### src/rtl/ysyx_22050854_lsu_pkg.sv
// Shared constants, MemOP and FSM encodings, and the alignment helper for the
// ysyx_22050854 load/store unit.
package ysyx_22050854_lsu_pkg;

  localparam int LSU_XLEN   = 64;
  localparam int LSU_MASK_W = LSU_XLEN / 8;

  typedef enum logic [2:0] {
    OP_LB  = 3'b000,
    OP_LH  = 3'b001,
    OP_LW  = 3'b010,
    OP_LD  = 3'b011,
    OP_LBU = 3'b100,
    OP_LHU = 3'b101,
    OP_LWU = 3'b110,
    OP_ILL = 3'b111
  } memop_e;

  typedef enum logic [1:0] {
    S_IDLE,
    S_REQ,
    S_WAIT,
    S_DONE
  } lsu_state_e;

  // Access size comes from op[1:0]; legality of op 111 is checked separately.
  function automatic logic is_aligned(input logic [2:0] op, input logic [2:0] addr);
    case (op[1:0])
      2'b00:   return 1'b1;
      2'b01:   return ~addr[0];
      2'b10:   return addr[1:0] == 2'b00;
      default: return addr == 3'b000;
    endcase
  endfunction

endpackage

### src/rtl/ysyx_22050854_lsu_align.sv
// Byte-lane steering for stores and extraction/extension of load data
// from an 8-byte-aligned bus word.
module ysyx_22050854_lsu_align
  import ysyx_22050854_lsu_pkg::*;
(
  input  logic [2:0]            op,
  input  logic [2:0]            off,
  input  logic [LSU_XLEN-1:0]   wdata,
  input  logic [LSU_XLEN-1:0]   rdata,
  output logic [LSU_XLEN-1:0]   wdata_lane,
  output logic [LSU_MASK_W-1:0] wmask,
  output logic [LSU_XLEN-1:0]   rdata_ext
);

  logic [5:0]          shamt;
  logic [LSU_XLEN-1:0] raw;

  assign shamt = {off, 3'b000};

  always_comb begin
    wdata_lane = wdata << shamt;
    raw        = rdata >> shamt;
    wmask      = '0;
    rdata_ext  = '0;

    case (op[1:0])
      2'b00:   wmask = 8'h01 << off;
      2'b01:   wmask = 8'h03 << off;
      2'b10:   wmask = 8'h0F << off;
      default: wmask = 8'hFF;
    endcase

    case (memop_e'(op))
      OP_LB:   rdata_ext = {{(LSU_XLEN-8){raw[7]}}, raw[7:0]};
      OP_LH:   rdata_ext = {{(LSU_XLEN-16){raw[15]}}, raw[15:0]};
      OP_LW:   rdata_ext = {{(LSU_XLEN-32){raw[31]}}, raw[31:0]};
      OP_LD:   rdata_ext = raw;
      OP_LBU:  rdata_ext = {{(LSU_XLEN-8){1'b0}}, raw[7:0]};
      OP_LHU:  rdata_ext = {{(LSU_XLEN-16){1'b0}}, raw[15:0]};
      OP_LWU:  rdata_ext = {{(LSU_XLEN-32){1'b0}}, raw[31:0]};
      default: rdata_ext = '0;
    endcase
  end

endmodule

### src/rtl/ysyx_22050854_lsu.sv
// Load/store unit: holds the single-cycle core stalled while one valid/ready
// data-memory access is in flight, then returns aligned, extended load data.
module ysyx_22050854_lsu
  import ysyx_22050854_lsu_pkg::*;
#(
  parameter int XLEN   = LSU_XLEN,
  parameter int MASK_W = LSU_MASK_W
) (
  input  logic              clk,
  input  logic              rst,
  input  logic              req_valid,
  input  logic              req_we,
  input  logic [2:0]        req_op,
  input  logic [XLEN-1:0]   req_addr,
  input  logic [XLEN-1:0]   req_wdata,
  output logic              stall,
  output logic              resp_valid,
  output logic [XLEN-1:0]   resp_rdata,
  output logic              misalign,
  output logic              mem_req_valid,
  input  logic              mem_req_ready,
  output logic              mem_req_we,
  output logic [XLEN-1:0]   mem_req_addr,
  output logic [XLEN-1:0]   mem_req_wdata,
  output logic [MASK_W-1:0] mem_req_wmask,
  input  logic              mem_resp_valid,
  input  logic [XLEN-1:0]   mem_resp_rdata
);

  lsu_state_e        state, state_nx;
  logic              we_q;
  logic [2:0]        op_q;
  logic [XLEN-1:0]   addr_q;
  logic [XLEN-1:0]   wdata_q;
  logic              err_q;
  logic [XLEN-1:0]   rdata_q;
  logic              req_ok;
  logic [XLEN-1:0]   lane_wdata;
  logic [MASK_W-1:0] lane_wmask;
  logic [XLEN-1:0]   load_ext;

  assign req_ok = (memop_e'(req_op) != OP_ILL) && is_aligned(req_op, req_addr[2:0]);

  ysyx_22050854_lsu_align u_align (
    .op         (op_q),
    .off        (addr_q[2:0]),
    .wdata      (wdata_q),
    .rdata      (mem_resp_rdata),
    .wdata_lane (lane_wdata),
    .wmask      (lane_wmask),
    .rdata_ext  (load_ext)
  );

  always_ff @(posedge clk) begin
    if (rst) begin
      state   <= S_IDLE;
      we_q    <= 1'b0;
      op_q    <= '0;
      addr_q  <= '0;
      wdata_q <= '0;
      err_q   <= 1'b0;
      rdata_q <= '0;
    end else begin
      state <= state_nx;
      if (state == S_IDLE && req_valid) begin
        we_q    <= req_we;
        op_q    <= req_op;
        addr_q  <= req_addr;
        wdata_q <= req_wdata;
        err_q   <= ~req_ok;
        if (!req_ok) rdata_q <= '0;
      end
      // resp_rdata holds between responses; stores and errors report 0
      if (state == S_REQ && mem_req_ready && we_q) rdata_q <= '0;
      if (state == S_WAIT && mem_resp_valid) rdata_q <= load_ext;
    end
  end

  always_comb begin
    state_nx      = state;
    stall         = 1'b0;
    resp_valid    = 1'b0;
    misalign      = 1'b0;
    mem_req_valid = 1'b0;
    mem_req_we    = 1'b0;
    mem_req_addr  = '0;
    mem_req_wdata = '0;
    mem_req_wmask = '0;

    case (state)
      S_IDLE: begin
        if (req_valid) begin
          stall    = 1'b1;
          state_nx = req_ok ? S_REQ : S_DONE;
        end
      end
      S_REQ: begin
        stall         = 1'b1;
        mem_req_valid = 1'b1;
        mem_req_we    = we_q;
        mem_req_addr  = {addr_q[XLEN-1:3], 3'b000};
        mem_req_wdata = we_q ? lane_wdata : '0;
        mem_req_wmask = we_q ? lane_wmask : '0;
        if (mem_req_ready) state_nx = we_q ? S_DONE : S_WAIT;
      end
      S_WAIT: begin
        stall = 1'b1;
        if (mem_resp_valid) state_nx = S_DONE;
      end
      S_DONE: begin
        resp_valid = 1'b1;
        misalign   = err_q;
        state_nx   = S_IDLE;
      end
    endcase

    if (rst) begin
      stall         = 1'b0;
      resp_valid    = 1'b0;
      misalign      = 1'b0;
      mem_req_valid = 1'b0;
      mem_req_we    = 1'b0;
      mem_req_addr  = '0;
      mem_req_wdata = '0;
      mem_req_wmask = '0;
    end
  end

  assign resp_rdata = rst ? '0 : rdata_q;

endmodule

### config.mk
export PLATFORM = sky130hd
export DESIGN_NAME = ysyx_22050854_lsu
export DESIGN_NICKNAME = d
export VERILOG_FILES = /design/src/rtl/ysyx_22050854_lsu_pkg.sv /design/src/rtl/ysyx_22050854_lsu_align.sv /design/src/rtl/ysyx_22050854_lsu.sv
export SDC_FILE = /design/constraint.sdc
export NUM_CORES = 1
export LEC_CHECK = 0
export CAP_MARGIN = 20
export CORE_ASPECT_RATIO = 0.9
export CORE_MARGIN = 4
export CORE_UTILIZATION = 35
export CTS_BUF_LIST = sky130_fd_sc_hd__clkbuf_8
export DETAILED_ROUTE_END_ITERATION = 10
export HOLD_SLACK_MARGIN = 0.12
export SYNTH_ARGS = -nofsm -noshare
export SYNTH_HDL_FRONTEND = slang
export SYNTH_HIERARCHICAL = 1
export SYNTH_SLANG_ARGS = --single-unit
### constraint.sdc
create_clock -name clk -period 2.8 [get_ports clk]
set_input_delay 0.28 -clock clk [delete_from_list [all_inputs] [get_ports clk]]
set_output_delay 0.28 -clock clk [all_outputs]
set_load 0.005 [all_outputs]
Fig. 1: the metal 3 layer
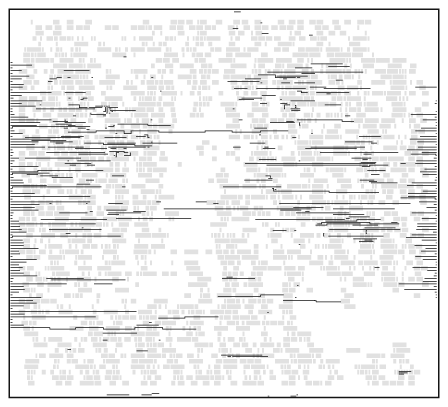
- wire length on this layer: 4020 um
- main direction: horizontal
- longest straight run: 73.1 um

Fig. 2: the clock network
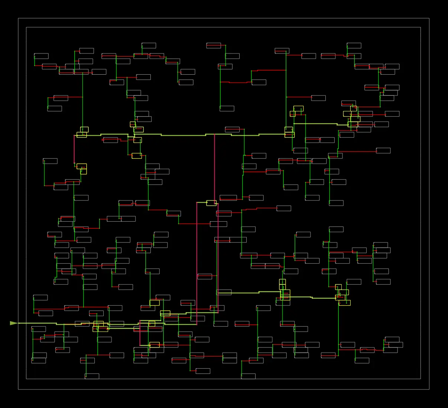
clk_skew: 25.99 ps
Flops: 199
clk latency late pin: 510 ps
CLK BUF: 18

Fig. 3: clock network drawn from the DEF
Bar = 50 um.
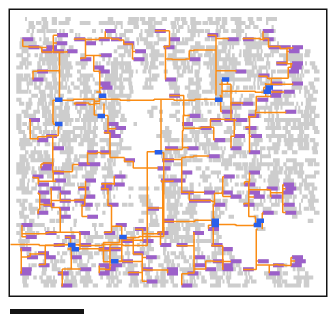
- clock wires: orange (length 2860 um)
- clock drivers: blue (count 17)
- flip-flops: purple (count 199)
- flops lie: spread over the die
Clk pwr share: 17.7%
Clock net power: 1.90 mW

Fig. 4: wire density map
Bar = 50 um. 21 x 19 tiles, from white (low) to dark blue (high), scaled to the fullest tile. Values are wire area over tile area, all layers added.
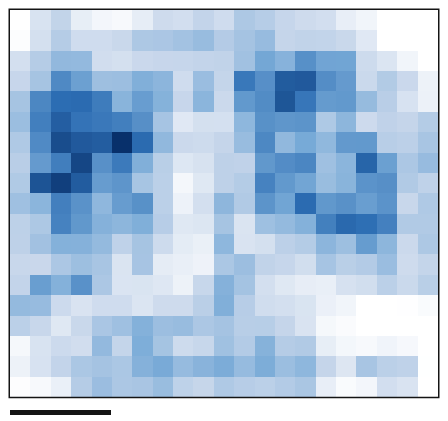
- tiles over half the peak: 21%
- fullest tile: 0.62
- emptiest ninth of the die: south-east
Global Route Usage Sum: 24.03%
post-DR wirelength/cell: 20.67 um
via count: 13655
final WL: 52630 um

Fig. 5: zoomed window
Window x 86 to 126, y 76 to 116 um. Cells in grey, sequential cells in the stronger grey; small squares are vias.
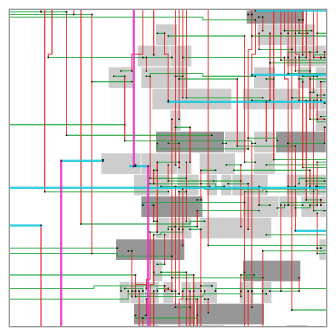
- metal 1: green
- metal 4: magenta
- metal 3: cyan
- metal 2: red
- netlist names of flops here include: addr_q (3), op_q (3), rdata_q (2)
- cells with their middle in the window: 56
- most frequent: nand2_1 (12), buf_4 (7), a21oi_1 (6)
- sequential cells in the window: 8

==> deck_impl_summary.md <==
Flow Results at a Glance

Outcome
  – Run status: finished, violations left
  – Failing checks: setup timing

Synth
  – Synth top area share: between 30 and 40%
  – Synth cell count leaders: 399 x nand2_1, 199 x dfxtp_1, 166 x a21oi_1
  – Synth Seq Share: between 30% and 40%
  – Count leader, synth: nand2_1
  – Main logic family: simple AND/OR/NAND/NOR gates
  – Multiplexer share of the synthesized area: between 10 and 15%
  – Synth area leaders: dfxtp_1 30%, nand2_1 11%, o41ai_2 7.4%
  – Xor+xnor area frac: 0%
  – Area leader, netlist: dfxtp_1
  – Synthesized area per cell: 7.890 um2
  – Register bit total from synthesis: about 200
  – Synth Area in Simple Gates: roughly a quarter

Pwr
  – Total power: roughly 11 mW
  – Cell Int Power: slightly above 6 mW
  – Top power group: combinational cells
  – Power in sequential cells: about 3.6 mW
  – P_leak: slightly below 8 nW
  – Psw: between 4 and 5 mW
  – Max IR drop VDD: ~0.35 mV
  – Switching share of power: a little over two fifths

STA
  – Peak Freq: 357.0 MHz
  – Fin. Hold Viols: 0
  – Setup violations, final: 1
  – Unrepaired setup endpoints after global routing: yes
  – Actual slew at the worst max-slew pin: around 800 ps
  – Final setup margin: -1.251 ps
  – Max-slew headroom: between 40 and 50%
  – Final setup TNS: -1.251 ps
  – Pins over their slew limit: 0

Die
  – Fp util: 35.51%
  – Core ar.: between 30000 and 40000 um2

Final layout
  – Post-route insts no fill: approximately 2500
  – P&R area growth vs syn: 44.03%
  – Most frequent logic cell in the layout: nand2_1

Clock network
  – Hold Buf Count CTS: 0
  – Post-CTS Resized: 32
  – # Post-CTS Setup Buffers: 15
  – CTS Buf Count: 17
  – Clock Tree Buf Depth: 2
  – CTS sink cnt: 199
  – Clock tree from TritonCTS: done

Critical path
  – Reg2Reg Setup Slack: roughly 20 ps
  – Crit-path slowest cell: mux4_2
  – Reg2reg start: addr_q[0]
  – CP Max Fanout: 13
  – Critical path depth: 5
  – Crit path capture type: primary output

Routing
  – Iter 0 DRT Violations: 861
  – Vias per inst: roughly 5.4

Placed design
  – Cells after DPL: about 2500
  – Placed Area: roughly 18000 um2
  – Input/output buffers: 402

GRT
  – Initial antenna violation count: 7

Hold path
  – Min-Delay Path Depth: 2
  – Hold WC Path Type: input pin to flip-flop

Run
  – OpenROAD warnings: about 44
sequential cells by signal (all words and copies together), names as in the netlist:
| signal | flops |
|---|---|
| wdata_q | 64 |
| op_q | 3 |
| we_q | 1 |
| rdata_q | 64 |
| state | 2 |
| addr_q | 64 |
| err_q | 1 |
per-layer routing:
metal  up-vias  track usage (%)  share of wire [%]
met5         -                0              0.076
met4         6            8.744                3.1
met3       101            6.014                7.6
met2       581            40.11                 49
met1      6554            30.14                 41
li1       6413                -                  -
cell type report:
cell class                 instances  area, um2
antenna                            4      10.01
clock buffer                      18      247.7
clock inverter                    14      136.4
fill                            3579      18180
inverter                          78      295.3
multi-input combinational       1241       8373
sequential                       199       4003
tap                              483      604.3
timing repair buffer             509       5366
Power is estimated from default activity; no workload was simulated.
